**src/rtl/stage2_window_gen.sv**
```systemverilog
// stage2_window_gen: turns a raster pixel stream into a sliding KX x KY window for the stage-2 conv kernel.
module stage2_window_gen #(
   parameter int IMG_W = 12,
   parameter int IMG_H = 12,
   parameter int KX    = 5,
   parameter int KY    = 5,
   parameter int DBW   = 20
) (
   input  logic                    clk,
   input  logic                    reset_n,
   input  logic                    i_clear,
   input  logic                    i_pix_valid,
   input  logic signed [DBW-1:0]   i_pix,
   output logic                    o_win_valid,
   output logic [KX*KY*DBW-1:0]    o_win,
   output logic [7:0]              o_win_row,
   output logic [7:0]              o_win_col,
   output logic                    o_frame_done
);
   localparam int AW = (IMG_W > 1) ? $clog2(IMG_W) : 1;
   localparam logic [7:0] COL_LAST = 8'(IMG_W - 1);
   localparam logic [7:0] ROW_LAST = 8'(IMG_H - 1);
   localparam logic [7:0] COL_MIN  = 8'(KX - 1);
   localparam logic [7:0] ROW_MIN  = 8'(KY - 1);

   logic [DBW-1:0] lb [KY-1][IMG_W];
   logic [KY*KX-1:0][DBW-1:0] win_q, win_d, out_win_q, out_win_d;
   logic [KY-1:0][DBW-1:0] new_col;
   logic [7:0] col_q, col_d, row_q, row_d, cur_col, cur_row;
   logic [7:0] out_row_q, out_row_d, out_col_q, out_col_d;
   logic valid_q, valid_d, done_q, done_d, emit;
   logic [AW-1:0] addr;

   always_comb begin
      // a clear in the same cycle as a pixel makes that pixel (0,0)
      cur_col = i_clear ? '0 : col_q;
      cur_row = i_clear ? '0 : row_q;
      addr    = cur_col[AW-1:0];
      for (int r = 0; r < KY - 1; r++)
         new_col[r] = lb[KY-2-r][addr];
      new_col[KY-1] = i_pix;
      emit  = i_pix_valid && (cur_row >= ROW_MIN) && (cur_col >= COL_MIN);
      col_d = i_pix_valid ? ((cur_col == COL_LAST) ? '0 : cur_col + 8'd1) : cur_col;
      row_d = (i_pix_valid && cur_col == COL_LAST) ? ((cur_row == ROW_LAST) ? '0 : cur_row + 8'd1) : cur_row;
      win_d = win_q;
      if (i_pix_valid) begin
         win_d = win_q >> DBW;
         for (int r = 0; r < KY; r++)
            win_d[r*KX+KX-1] = new_col[r];
      end
      valid_d   = emit;
      done_d    = emit && cur_row == ROW_LAST && cur_col == COL_LAST;
      out_win_d = emit ? win_d : out_win_q;
      out_row_d = emit ? cur_row - ROW_MIN : out_row_q;
      out_col_d = emit ? cur_col - COL_MIN : out_col_q;
   end

   always_ff @(posedge clk) begin
      if (i_pix_valid) begin
         lb[0][addr] <= i_pix;
         for (int k = 1; k < KY - 1; k++)
            lb[k][addr] <= lb[k-1][addr];
      end
   end

   always_ff @(posedge clk or negedge reset_n) begin
      if (!reset_n) begin
         col_q     <= '0;
         row_q     <= '0;
         win_q     <= '0;
         out_win_q <= '0;
         out_row_q <= '0;
         out_col_q <= '0;
         valid_q   <= 1'b0;
         done_q    <= 1'b0;
      end else begin
         col_q     <= col_d;
         row_q     <= row_d;
         win_q     <= win_d;
         out_win_q <= out_win_d;
         out_row_q <= out_row_d;
         out_col_q <= out_col_d;
         valid_q   <= valid_d;
         done_q    <= done_d;
      end
   end

   assign o_win_valid  = valid_q;
   assign o_frame_done = done_q;
   assign o_win        = out_win_q;
   assign o_win_row    = out_row_q;
   assign o_win_col    = out_col_q;
endmodule

```
**config.mk**
```make
export PLATFORM = sky130hd
export DESIGN_NAME = stage2_window_gen
export DESIGN_NICKNAME = d
export VERILOG_FILES = /design/src/rtl/stage2_window_gen.sv
export SDC_FILE = /design/constraint.sdc
export NUM_CORES = 2
export LEC_CHECK = 0
export CAP_MARGIN = 10
export CORE_MARGIN = 2
export CORE_UTILIZATION = 44
export CTS_CLUSTER_SIZE = 20
export DETAILED_ROUTE_END_ITERATION = 7
export GPL_ROUTABILITY_DRIVEN = 0
export SLEW_MARGIN = 10
export SYNTH_ARGS = -nofsm -noshare
export SYNTH_HDL_FRONTEND = slang
export SYNTH_SLANG_ARGS = --single-unit
```
**constraint.sdc**
```tcl
create_clock -name clk -period 8.95 [get_ports clk]
set_clock_uncertainty 0.15 [all_clocks]
set_input_delay 1.79 -clock clk [delete_from_list [all_inputs] [get_ports clk]]
set_output_delay 1.79 -clock clk [all_outputs]
set_load 0.02 [all_outputs]
```
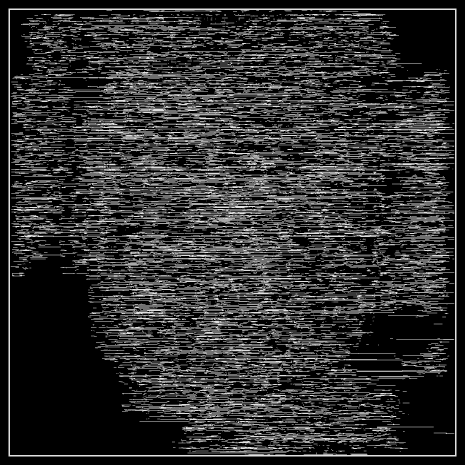
(images/m1.png)
main direction: horizontal
longest straight run: 119 um
GR Layer Usage met1: 0.308
final wirelength: 206000 um
vias: 42666

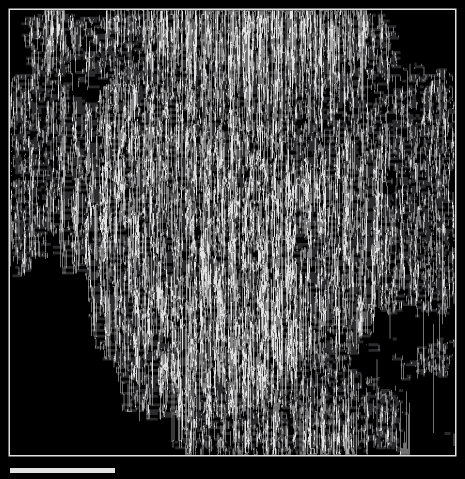
(images/m2.png)
Scale bar: 100 um. Cells faint in the background.
share of all routed wire: 49%
wire length on this layer: 101 mm
nets with wire on the layer: 4561
longest straight run: 124 um
M2 GR Usage: 0.375

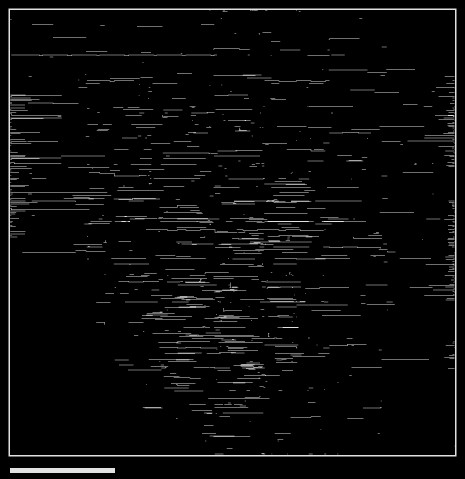
(images/m3.png)
Scale bar: 100 um.
share of all routed wire: 5.3%
nets with wire on the layer: 442
main direction: horizontal
wire length on this layer: 11000 um
longest straight run: 91.8 um
global-route met3 utilization: 0.0349

==> run summary <==
flip-flops = 1994
Critical Path Stages = 9
YS warnings = 0
dpl cells = 7247
DR iter-0 viols = 3444
htree depth = 4
synthesis area per yosys = 77100 sq um
CP peak stage delay = 570 ps
Signal buffers = 628
fa+ha+maj area frac = 0.00211
post-synthesis cell area = 77100 sq um
clk_buf instances = 281
CTS Hold Buffers Added = 0
Flops after synth = 1994
Logic area = 21000 sq um
initial antenna violation count = 7
worst vdd rail ir drop = 209 uV
CP startpoint = i_clear
Finish-stage setup viols = 0
AND-OR/OR-AND Cells, Area Fraction = 0.0630
Netlist cell types = 69
actual slew at the worst max-slew pin = 1160 ps
Synth Area in Simple Gates = 0.0280
internal power contribution = 16.4 mW
Yosys Instances = 4599
xor+xnor area frac = 0.00182
share of synthesized registers carrying an async set or reset = 0.519
pre-CTS setup slack = 2900 ps
Clk pin slew, worst setup/hold paths = 60 ps
Min-Delay Path Class = flip-flop to flip-flop
WL met2 = 101000 um
min-delay src = win_q[302]
status = finished, final reports clean
CTS resizes = 0
power share of the combinational group = 0.095
Final Util = 0.528
Syn Area/Cell = 16.8 sq um
filler cell count = 14025
CP dominant cell by count = buf_4
max FFs per register = 960
first drt pass iteration count = 6
final global-route overflow total = 0
Comb/total area = 0.229
final setup TNS = 0 ps
Critical-path top delay cell = clkinv_2
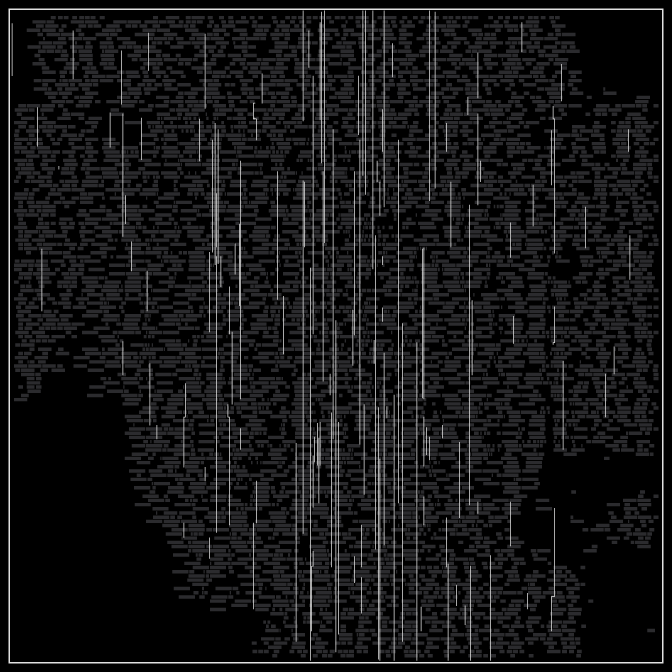
(images/m4.png)
Cells faint in the background.
longest straight run: 254 um
share of all routed wire: 4.1%
wire length on this layer: 8440 um
main direction: vertical
nets with wire on the layer: 71

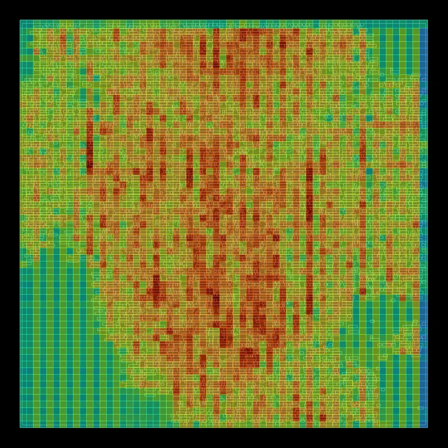
(images/congestion_map.png)
Top Usage Layer GRT: met2
GRT Overall Usage: 0.229

Power and IR drop assume default switching activity.
